**Run 1: ports around the boundary**

(2 px per um) Pins as bars across the die edge, other pins in gray.
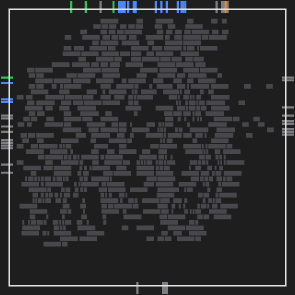
**Run 1: nets reached from selected ports**

(3 px per um)
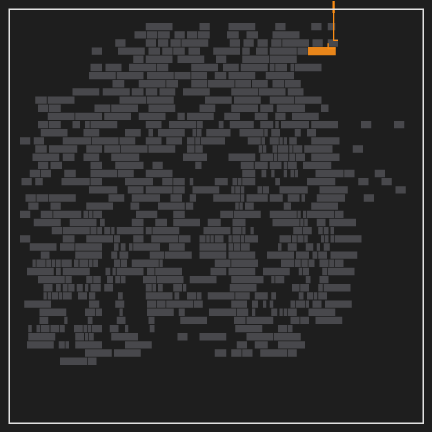
**Run 1: routed metal, one color a layer**

(3 px per um)
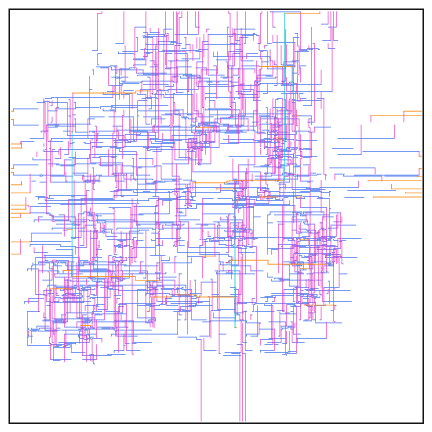
==> src/rtl/seg7_pkg.sv <==
// Shared types and constants for the seven-segment scan controller.
// Segment codes are active low, bit order gfedcba.
package seg7_pkg;

  localparam logic [7:0] HEX_BLANK = 8'hFF;
  localparam logic [7:0] ANODE_OFF = 8'hFF;

  localparam logic [6:0] SEG_LUT [16] = '{
    7'h40, 7'h79, 7'h24, 7'h30, 7'h19, 7'h12, 7'h02, 7'h78,
    7'h00, 7'h10, 7'h08, 7'h03, 7'h46, 7'h21, 7'h06, 7'h0E
  };

  typedef struct packed {
    logic [3:0] nibble;
    logic       dot;
    logic       blank;
    logic       blink;
  } digit_cfg_t;

  localparam digit_cfg_t CFG_RST = '{nibble: 4'h0, dot: 1'b0, blank: 1'b1, blink: 1'b0};

  function automatic logic [6:0] seg_encode(input logic [3:0] nib);
    return SEG_LUT[nib];
  endfunction

endpackage

==> src/rtl/seg7_tick_gen.sv <==
// Free-running modulo-DIV counter; the parent derives its wrap/tick from cnt.
module seg7_tick_gen #(
  parameter  int unsigned DIV = 2,
  localparam int unsigned W   = $clog2(DIV)
) (
  input  logic         CLK100_IN,
  input  logic         rst_n,
  output logic [W-1:0] cnt
);

  always_ff @(posedge CLK100_IN or negedge rst_n) begin
    if (!rst_n)                 cnt <= '0;
    else if (cnt == W'(DIV-1))  cnt <= '0;
    else                        cnt <= cnt + 1'b1;
  end

endmodule

==> src/rtl/seg7_scan_ctrl.sv <==
// Multiplexed common-anode display scanner with double-buffered digit data,
// guard band, PWM brightness, blink/blank and leading-zero suppression.
module seg7_scan_ctrl
  import seg7_pkg::*;
#(
  parameter int unsigned NUM_DIGITS = 4,
  parameter int unsigned SLOT_CYC   = 100000,
  parameter int unsigned GUARD_CYC  = 200,
  parameter int unsigned PWM_BITS   = 4,
  parameter int unsigned TICK_DIV   = 50000000
) (
  input  logic                    CLK100_IN,
  input  logic                    rst_n,
  input  logic [4*NUM_DIGITS-1:0] digit_data,
  input  logic [NUM_DIGITS-1:0]   dot_in,
  input  logic [NUM_DIGITS-1:0]   blank_in,
  input  logic [NUM_DIGITS-1:0]   blink_en,
  input  logic                    lz_suppress,
  input  logic [PWM_BITS-1:0]     brightness,
  input  logic                    load,
  output logic [NUM_DIGITS-1:0]   SEG_SELECT_OUT,
  output logic [7:0]              HEX_OUT,
  output logic                    tick_out,
  output logic                    frame_done
);

  localparam int unsigned IDX_W  = (NUM_DIGITS > 1) ? $clog2(NUM_DIGITS) : 1;
  localparam int unsigned SLOT_W = $clog2(SLOT_CYC);
  localparam int unsigned TICK_W = $clog2(TICK_DIV);

  logic [SLOT_W-1:0] slot_cnt;
  logic [TICK_W-1:0] tick_cnt;
  logic              slot_wrap, tick_wrap, last_digit, frame_bnd;

  seg7_tick_gen #(.DIV(SLOT_CYC)) u_slot (.CLK100_IN(CLK100_IN), .rst_n(rst_n), .cnt(slot_cnt));
  seg7_tick_gen #(.DIV(TICK_DIV)) u_tick (.CLK100_IN(CLK100_IN), .rst_n(rst_n), .cnt(tick_cnt));

  logic [IDX_W-1:0]    digit_idx;
  logic [PWM_BITS-1:0] pwm_cnt;
  logic                blink_phase, fd_pre;

  digit_cfg_t [NUM_DIGITS-1:0] load_cfg, stg_cfg, act_cfg;
  logic                        stg_lz, act_lz;
  logic [PWM_BITS-1:0]         stg_br, act_br;

  assign slot_wrap  = (slot_cnt == SLOT_W'(SLOT_CYC-1));
  assign tick_wrap  = (tick_cnt == TICK_W'(TICK_DIV-1));
  assign last_digit = (digit_idx == IDX_W'(NUM_DIGITS-1));
  assign frame_bnd  = slot_wrap & last_digit;

  always_comb begin
    load_cfg = '0;
    for (int i = 0; i < NUM_DIGITS; i++)
      load_cfg[i] = '{nibble: digit_data[4*i +: 4], dot: dot_in[i],
                      blank: blank_in[i], blink: blink_en[i]};
  end

  // A digit is suppressed while every digit from the top down to it is a bare zero.
  logic [NUM_DIGITS-1:0] supp;
  logic                  lz_run;
  always_comb begin
    supp   = '0;
    lz_run = act_lz;
    for (int i = NUM_DIGITS-1; i > 0; i--) begin
      lz_run  = lz_run & (act_cfg[i].nibble == 4'h0) & ~act_cfg[i].dot;
      supp[i] = lz_run;
    end
  end

  digit_cfg_t cur;
  logic       in_win, pwm_on, digit_dark, lit;
  assign cur        = act_cfg[digit_idx];
  assign in_win     = (slot_cnt >= SLOT_W'(GUARD_CYC));
  assign pwm_on     = (&act_br) | (pwm_cnt < act_br);
  assign digit_dark = cur.blank | (cur.blink & ~blink_phase) | supp[digit_idx];
  assign lit        = in_win & pwm_on & ~digit_dark;

  always_ff @(posedge CLK100_IN or negedge rst_n) begin
    if (!rst_n) begin
      digit_idx   <= '0;
      pwm_cnt     <= '0;
      blink_phase <= 1'b1;
      tick_out    <= 1'b0;
      fd_pre      <= 1'b0;
      frame_done  <= 1'b0;
      stg_cfg     <= {NUM_DIGITS{CFG_RST}};
      act_cfg     <= {NUM_DIGITS{CFG_RST}};
      stg_lz      <= 1'b0;
      act_lz      <= 1'b0;
      stg_br      <= '0;
      act_br      <= '0;
    end else begin
      tick_out <= tick_wrap;
      if (tick_out) blink_phase <= ~blink_phase;
      // frame_done lines up with the first registered output of the new frame
      fd_pre     <= frame_bnd;
      frame_done <= fd_pre;
      pwm_cnt    <= (slot_wrap || !in_win) ? '0 : pwm_cnt + 1'b1;
      if (slot_wrap) digit_idx <= last_digit ? '0 : digit_idx + 1'b1;
      if (frame_bnd) begin
        act_cfg <= stg_cfg;
        act_lz  <= stg_lz;
        act_br  <= stg_br;
      end
      if (load) begin
        stg_cfg <= load_cfg;
        stg_lz  <= lz_suppress;
        stg_br  <= brightness;
      end
    end
  end

  always_ff @(posedge CLK100_IN or negedge rst_n) begin
    if (!rst_n) begin
      SEG_SELECT_OUT <= NUM_DIGITS'(ANODE_OFF);
      HEX_OUT        <= HEX_BLANK;
    end else if (lit) begin
      SEG_SELECT_OUT <= ~(NUM_DIGITS'(1) << digit_idx);
      HEX_OUT        <= {~cur.dot, seg_encode(cur.nibble)};
    end else begin
      SEG_SELECT_OUT <= NUM_DIGITS'(ANODE_OFF);
      HEX_OUT        <= HEX_BLANK;
    end
  end

endmodule

==> config.mk <==
export PLATFORM = sky130hd
export DESIGN_NAME = seg7_scan_ctrl
export DESIGN_NICKNAME = d
export VERILOG_FILES = /design/src/rtl/seg7_pkg.sv /design/src/rtl/seg7_tick_gen.sv /design/src/rtl/seg7_scan_ctrl.sv
export SDC_FILE = /design/constraint.sdc
export NUM_CORES = 1
export LEC_CHECK = 0
export CORE_MARGIN = 3
export CORE_UTILIZATION = 35
export CTS_CLUSTER_DIAMETER = 30
export DETAILED_ROUTE_END_ITERATION = 10
export PLACE_DENSITY = 0.64
export SYNTH_ARGS = -nofsm -noshare
export SYNTH_HDL_FRONTEND = slang
export SYNTH_SLANG_ARGS = --single-unit
==> constraint.sdc <==
create_clock -name CLK100_IN -period 3.1 [get_ports CLK100_IN]
set_input_delay 0.62 -clock CLK100_IN [delete_from_list [all_inputs] [get_ports CLK100_IN]]
set_output_delay 0.62 -clock CLK100_IN [all_outputs]
set_load 0.005 [all_outputs]
==> out/qor.csv, run 1 <==
metric,value,unit
final_util,43.8,%
end_kind,flip-flop,
worstPathArrival,2.70,ns
drtAntennaViolNets,0,
simple_gate_area_share,13.0,%
avgViaCountPerCell,4.96,
r2r-start,digit_idx[0]$_DFFE_PN0N_,
cts_sinks,131,
drt_iter0_markers,217,
port_buffers,49,
r2r_end,HEX_OUT[3]$_DFF_PN1_,
dr_wl_met3,356,um
ctsResizeCount,0,
seqCellArea,3300,um2
cts-buffers-inserted,17,
max_freq,423,MHz
yosysCellCount,467,
top_cell,dfrtp_1,
critical_path_buf_inv_count,2,
core-area,16800,um2
track_usage,13.8,%
drv_cap,0,
yosys.area.top_type,dfrtp_1,
comb_share,35.5,%
syn_inst,467,
reg2regPathDepth,6,
relSlewSlack,57.3,%
totalPowerFinal,3840,uW
critPathTopFamily,multiplexers,
num_rows,47,
powerDensity,522,nW/um2
comb_area,2600,um2
path_cells,mux4_2 -> inv_1 -> ha_1 -> inv_1 -> mux4_2 -> nand2b_1,
topCellsByArea,"dfrtp_1 46%, dfstp_2 9.1%, mux2_2 7.6%, mux2_4 7.2%, ha_1 3.5%",
n_all_buffers,53,
xor_area_share,5.21,%
drcViolationCount,0,
whs,0.183,ns
fill_cells,1524,
grt_util_met1,18.6,%
status,"finished, final reports clean",
cpMaxStageDelayCell,dfrtp_1,
synth_area,6050,um2
slew_violations,0,
p_seq,1790,uW
p_clk_share,49.8,%
design.seq.count,131,
worst-path-stages,6,
cts_hold_buf,0,
stdcell_count,758,
dr.max_layer_used,met4,
wl_met2,5620,um
dpl_cell_area,6770,um2
top_usage_layer,met2,
comb_power_share,3.6,%
openroad.warnings,36,
worstPathMaxFanout,14,
syn_area_per_cell,13.0,um2
clock_power,1910,uW
yosysUniqueCellTypes,52,
die_y,137,um
power_leakage,0.00323,uW
nClkBuffers,20,
met1_length,5570,um
About 'ports around the boundary':
[orange] `frame_done` | pins: 1 | direction: output | edge: top
[green] `dot_in` | pins: 4 | direction: input | edge: 3 top, 1 left
[blue] `digit_data` | pins: 16 | direction: input | edge: 13 top, 3 left
all pins by edge: 23 top, 14 left, 9 right, 4 bottom

About 'nets reached from selected ports':
[orange] `frame_done` | direction: output | edge: top | end cells: 1 | buffers: 1 | wire: 15.1 um

About 'routed metal, one color a layer':
[magenta] metal 2 | wire length: 5620 um
[cyan] metal 4 | wire length: 214 um
[orange] metal 3 | wire length: 356 um
[blue] metal 1 | wire length: 5570 um
final wirelength: 11800 um
via count: 3756
WL/cell: 15.5 um

## run 1: cells in the final DEF (no fill, tap or decap), types with 6 or more instances in the layout
cell	instances
a21oi_1	6
and3_1	6
and4_1	6
clkbuf_16	17
clkdlybuf4s50_1	48
dfrtp_1	110
dfstp_2	21
ha_1	17
inv_1	14
mux2_2	41
mux2_4	29
mux2i_1	6
mux4_2	6
nand2_1	25
nand3_1	23
nand4_1	10
nor2_1	33
nor3_1	8
nor4_1	7
o21ai_0	7
xnor2_1	22
xor2_1	14
## run 1: sequential cells by signal, indices dropped and copies added (netlist names), 4 cells and up
name            flops
stg_br              4
stg_cfg            28
act_cfg            28
u_slot.cnt         17
u_tick.cnt         26
pwm_cnt             4
SEG_SELECT_OUT      4
HEX_OUT             8
act_br              4
--- run 2 (diff from run 1) ---
==> constraint.sdc (replaced) <==
create_clock -name CLK100_IN -period 2.46 [get_ports CLK100_IN]
set_input_delay 0.492 -clock CLK100_IN [delete_from_list [all_inputs] [get_ports CLK100_IN]]
set_output_delay 0.492 -clock CLK100_IN [all_outputs]
set_load 0.005 [all_outputs]
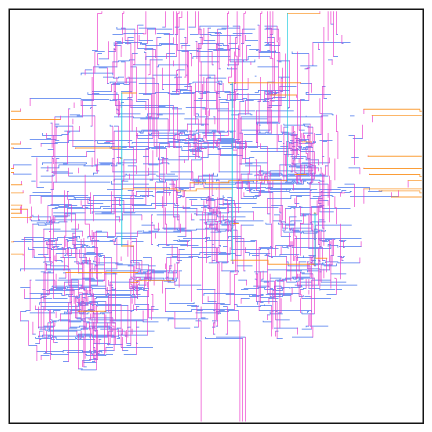
**Above:** run 2 (routed metal, one color a layer).
(3 px per um)
[magenta] metal 2 | wire length: 5400 um
[blue] metal 1 | wire length: 5520 um
[cyan] metal 4 | wire length: 183 um
[orange] metal 3 | wire length: 423 um

==> run 2 against run 1 <==
Net effect: sequential share of layout area shrank 0.24 points; power rose by 30%; global-route usage down 0.89 points; clock skew down 0.0018 ns; final area rose by 0.53%; critical path type unchanged.
==> out/qor.csv, run 2 <==
metric,value,unit,change
status,"finished, final reports clean",,
ys_sh_adder,3.52,%,
critPathTopFamily,flip-flops,,
ys_sh_aoi,3.29,%,
xor_area_share,5.21,%,unchanged
cts_hold_buf,0,,unchanged
clk_latency,0.41,ns,
n_all_buffers,53,,unchanged
dr_wl_met3,423,um,+19%
cpMaxStageDelayCell,dfrtp_1,,
die_y,137,um,unchanged
core-area,16800,um2,unchanged
worst_ep_required_time,2.77,ns,
openroad.warnings,38,,+5.6%
path_cells,mux4_2 -> inv_1 -> ha_1 -> nand3_1 -> nand4_1 -> a211oi_2 -> o221ai_1,,
synthArstFlopShare,100,%,
port_buffers,49,,unchanged
synth_top_area_share,45.5,%,
wl_met2,5400,um,-3.9%
yosys.area.top_type,dfrtp_1,,
dr.max_layer_used,met4,,
nMultiInputCombCells,307,,
totalPowerFinal,5000,uW,+30%
max_freq,451,MHz,+6.6%
use_met2,19.3,%,
dp.cells,726,,
cts.htree.levels,4,,
topCellsByArea,"dfrtp_1 46%, dfstp_2 9.1%, mux2_2 7.6%, mux2_4 7.2%, ha_1 3.5%",,
gp_congestion,0.808,,
routedWlPerCell,15.2,um,-2.0%
routed_wl,11500,um,-2.0%
critical_path_buf_inv_count,1,,-1
seqCellArea,3300,um2,unchanged
ys_top_logic_family,multiplexers,,
cts_buffer_depth,2,,
first_pass_iters,4,,
antenna_cells,0,,
worstMarginPinSlew,0.696,ns,
drive_gt1_share,26.2,%,
design_area,7380,um2,
setup_violations,0,,
clkCellAreaFrac,8.29,%,
final_util,44.0,%,+0.23 points
ys_ff,131,,
end_kind,flip-flop,,
critical_path_class,flip-flop to flip-flop,,
drtAntennaViolNets,0,,unchanged
preCtsSetupSlack,0.289,ns,
comb_area,2600,um2,unchanged
worstPathMaxFanout,14,,unchanged
track_usage,12.9,%,-0.89 points
area_growth,22.0,%,
top_cell,dfrtp_1,,
worstPathArrival,2.53,ns,-0.17 ns
synth-edff-count,0,,
yosys-top-cells-count,"110 x dfrtp_1, 41 x mux2_2, 33 x nor2_1, 29 x mux2_4, 25 x nand2_1",,
hp-class,input pin to asynchronous set/reset pin,,
yosysUniqueCellTypes,52,,unchanged
met1_length,5520,um,-0.88%
fill_cells,1512,,-0.79%
largestRegisters,"act_cfg: 28 flops, stg_cfg: 28 flops, u_tick.cnt: 26 flops",,
relSlewSlack,53.6,%,-3.7 points
powerDensity,677,nW/um2,+30%
yosysCellCount,467,,unchanged
antenna_found_initial,0,,
tritoncts,yes,,
buffer_area_share,7.19,%,
hold_viol_final,0,,
vias,3719,,-0.99%
grt_util_met1,17.8,%,-0.84 points
comb_share,35.3,%,-0.19 points
dpl_cell_area,6770,um2,unchanged
floorplan.core_util,36.1,%,
grt_pass1_wl,19100,um,
flop_cell,dfrtp_1,,
grt_start_max_net_pins,132,,
power_leakage,0.00325,uW,+0.66%
min_period,2.22,ns,
grt_pass1_vias,3722,,
cts_setup_buffers,0,,
top_usage_layer,met2,,
design.seq.count,131,,unchanged
drv_cap,0,,unchanged
dominant_cells,flip-flops and latches,,
syn_inst,467,,unchanged
nClkBuffers,19,,-5.0%
worst_slack,0.241,ns,
cts_sinks,131,,unchanged
whs,0.170,ns,-0.0127 ns
slew_violations,0,,unchanged
path_clk_slew,0.06,ns,
startpoint_type,flip-flop,,
fin_nets,578,,
finClkSkew,0.00887,ns,
synth_area,6050,um2,unchanged
stdcell_count,758,,unchanged
cts-buffers-inserted,17,,unchanged
final_layout_top_logic_cell,dfrtp_1,,
rsz0062_at_grt,no,,
ctsResizeCount,0,,unchanged
lay_top_cells,"110 x dfrtp_1, 48 x clkdlybuf4s50_1, 41 x mux2_2",,
drcViolationCount,0,,unchanged
syn_area_per_cell,13.0,um2,unchanged
ioPinCount,50,,
ir_drop,0.421,mV,
simple_gate_area_share,13.0,%,unchanged
period_used_share,90.2,%,
use_met3,3.32,%,
avgViaCountPerCell,4.91,,-0.99%
totalNegativeSetupSlack,0,ns,
drt_iter0_markers,197,,-9.2%
well_tap_count,220,,
num_rows,47,,unchanged
## run 2: final timing paths
kind,start,end,cells past startpoint
worst max-delay path,digit_idx[1]$_DFFE_PN0N_,HEX_OUT[0]$_DFF_PN1_,7
worst min-delay path,rst_n,frame_done$_DFF_PN0_,2
worst max register to register,digit_idx[1]$_DFFE_PN0N_,HEX_OUT[0]$_DFF_PN1_,7
worst min register to register,fd_pre$_DFF_PN0_,frame_done$_DFF_PN0_,0
max in group asynchronous,rst_n,u_slot.cnt[7]$_DFF_PN0_,2
min in group CLK100_IN,fd_pre$_DFF_PN0_,frame_done$_DFF_PN0_,0
## run 2: power by group
part / total (uW) / internal [uW] / switching, uW
logic: 172 / 102 / 70.7
clock network: 2570 / 1640 / 930
registers: 2250 / 2220 / 34.7
total: 5000 / 3960 / 1040
--- run 3 (diff from run 2) ---
--- a/config.mk
+++ b/config.mk
@@ -9,7 +9,7 @@
 export CORE_UTILIZATION = 35
 export CTS_CLUSTER_DIAMETER = 30
 export DETAILED_ROUTE_END_ITERATION = 10
-export PLACE_DENSITY = 0.64
+export PLACE_DENSITY = 0.56
 export SYNTH_ARGS = -nofsm -noshare
 export SYNTH_HDL_FRONTEND = slang
 export SYNTH_SLANG_ARGS = --single-unit
==> constraint.sdc (replaced) <==
create_clock -name CLK100_IN -period 2.46 [get_ports CLK100_IN]
set_input_delay 0.369 -clock CLK100_IN [delete_from_list [all_inputs] [get_ports CLK100_IN]]
set_output_delay 0.369 -clock CLK100_IN [all_outputs]
set_load 0.005 [all_outputs]
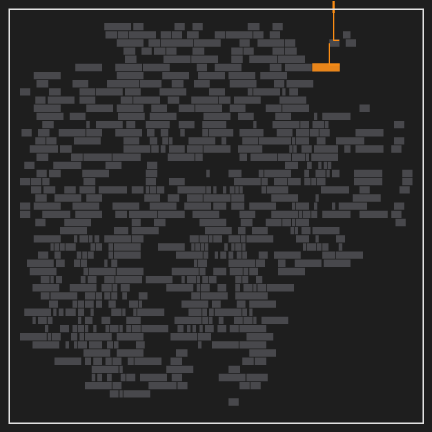
**Above:** run 3 (nets reached from selected ports).
(3 px per um)
[orange] `frame_done` | direction: output | edge: top | end cells: 1 | buffers: 1 | wire: 21.9 um
port buffer count: 49
io pins: 50

==> run 3 against run 2 <==
Net effect: final cell count rose by 0.40%; count of clock-buffer cells in the layout grew 1; routed wire length rose by 1.6%; maximum frequency is 3.7% higher; clock power increased by 5%; highest routed layer unchanged.
==> out/qor.csv, run 3 <==
metric,value,unit,change
status,"finished, final reports clean",,
core-area,16800,um2,unchanged
grt_pass1_vias,3854,,+3.5%
power_leakage,0.00328,uW,+0.94%
ir_drop,0.476,mV,+13%
end_kind,flip-flop,,
stdcell_count,761,,+0.40%
simple_gate_area_share,13.0,%,unchanged
die_y,137,um,unchanged
grt_util_met1,19.5,%,+1.7 points
worst_slack,0.321,ns,+0.0793 ns
antenna_cells,0,,unchanged
final_layout_top_logic_cell,dfrtp_1,,
tritoncts,yes,,
min_to,frame_done$_DFF_PN0_,,
cts_buffer_depth,2,,unchanged
finClkSkew,0.00771,ns,-0.00115 ns
reg2regPathDepth,5,,-2
drive_gt1_share,26.2,%,+0.040 points
topCellsByArea,"dfrtp_1 46%, dfstp_2 9.1%, mux2_2 7.6%, mux2_4 7.2%, ha_1 3.5%",,
clk_latency,0.42,ns,about the same
syn-num-nets,520,,
reg2reg_slack,0.32,ns,
die_x,137,um,
setup_violations,0,,unchanged
first_pass_iters,4,,unchanged
syn_inst,467,,unchanged
cts_hold_buf,1,,+1
antenna_found_initial,0,,unchanged
yosys.area.top_type,dfrtp_1,,
xor_area_share,5.21,%,unchanged
period_used_share,87.0,%,-3.2 points
synth-edff-count,0,,unchanged
slew_violations,0,,unchanged
cts_sinks,131,,unchanged
vias,3711,,-0.22%
synth_area,6050,um2,unchanged
yosys_area,6050,um2,
routedWlPerCell,15.4,um,+1.2%
wl_met2,5230,um,-3.1%
num_rows,47,,unchanged
ys_sh_mux,18.1,%,
powerDensity,689,nW/um2,+1.8%
ctsResizeCount,0,,unchanged
crit_path_end,HEX_OUT[6]$_DFF_PN1_,,
cts_root_buf,clkbuf_16,,
grt.overflow.total,0,,
totalNegativeSetupSlack,0,ns,unchanged
yosys-top-cells-count,"110 x dfrtp_1, 41 x mux2_2, 33 x nor2_1, 29 x mux2_4, 25 x nand2_1",,
drv_cap,0,,unchanged
cts.htree.levels,4,,unchanged
hold_viol_final,0,,unchanged
worstPathMaxFanout,10,,-4
preCtsSetupSlack,0.350,ns,+0.0609 ns
worstPathArrival,2.45,ns,-0.08 ns
path_clk_slew,0.06,ns,about the same
relSlewSlack,55.2,%,+1.6 points
openroad.warnings,36,,-5.3%
area_growth,23.1,%,
dpl.hpwl,8180,um,
top_cell,dfrtp_1,,
lay_top_cells,"110 x dfrtp_1, 48 x clkdlybuf4s50_1, 41 x mux2_2",,
drt_iter0_markers,143,,-27%
rsz0062_at_grt,no,,
cts-buffers-inserted,17,,unchanged
hp-class,flip-flop to flip-flop,,
top_usage_layer,met2,,
drcViolationCount,0,,unchanged
max_freq,467,MHz,+3.7%
synthArstFlopShare,100,%,unchanged
largestRegisters,"act_cfg: 28 flops, stg_cfg: 28 flops, u_tick.cnt: 26 flops",,
met1_length,5820,um,+5.3%
synth_seq_share,54.6,%,
avgViaCountPerCell,4.88,,-0.61%
worstMarginPinSlew,0.672,ns,-0.0239 ns
ys_sh_adder,3.52,%,unchanged
ys_ff,131,,unchanged
chipArea,18900,um2,
yosysWarningCount,0,,
r2r-start,digit_idx[1]$_DFFE_PN0N_,,
grt_pass1_wl,20100,um,+5.2%
gp_congestion,0.829,,+2.6%
hold_path.startpoint,fd_pre$_DFF_PN0_,,
whs,0.351,ns,+0.181 ns
dp.cells,728,,+0.28%
worst_ep_required_time,2.77,ns,about the same
use_met3,3.32,%,unchanged
cp-startpoint,digit_idx[1]$_DFFE_PN0N_,,
ys_top_logic_family,multiplexers,,
fin_nets,581,,+0.52%
cts_setup_buffers,0,,unchanged
grt_start_max_net_pins,52,,-61%
syn_area_per_cell,13.0,um2,unchanged
dr_wl_met3,349,um,-17%
synth_top_area_share,45.5,%,unchanged
ys_sh_aoi,3.29,%,unchanged
drtAntennaViolNets,0,,unchanged
flop_cell,dfrtp_1,,
r2r_end,HEX_OUT[6]$_DFF_PN1_,,
yosysUniqueCellTypes,52,,unchanged
worstHoldPathCells,0,,
yosysCellCount,467,,unchanged
use_met2,19.5,%,+0.27 points
dr.max_layer_used,met4,,
startpoint_type,flip-flop,,
critical_path_class,flip-flop to flip-flop,,
routed_wl,11700,um,+1.6%
track_usage,13.7,%,+0.86 points
floorplan.core_util,36.1,%,unchanged
min_period,2.14,ns,-0.0793 ns
-- run 3: power breakdown --
group,internal [uW],switching (uW)
Clock,1750,949
Combinational,106,72.0
Sequential,2220,36.6
-- run 3: per-stage QoR --
step	area (um2)	power, uW	util [%]
detailed placement	6800	2480	40.6
finish	7440	5130	44.4
CTS	7440	5220	44.4
global placement	6800	2470	40.6
global route	7440	5320	44.4
floorplan	6050	2340	-
-- run 3: critical path, stage by stage (launching register included) --
cell,delay (ns)
dfrtp_1,0.52
mux2_2,0.38
a22oi_1,0.31
nand3_1,0.18
a211oi_4,0.43
o311ai_1,0.21
-- run 3: area by class of cell --
type,count,area (um2)
clock inverters,12,180
repair buffers,56,568
fillers,1519,9320
multi-input cells,307,2600
flip-flops and latches,131,3300
inverters,15,56.3
clock buffers,20,457
well taps,220,275
Power and IR drop assume default switching activity.
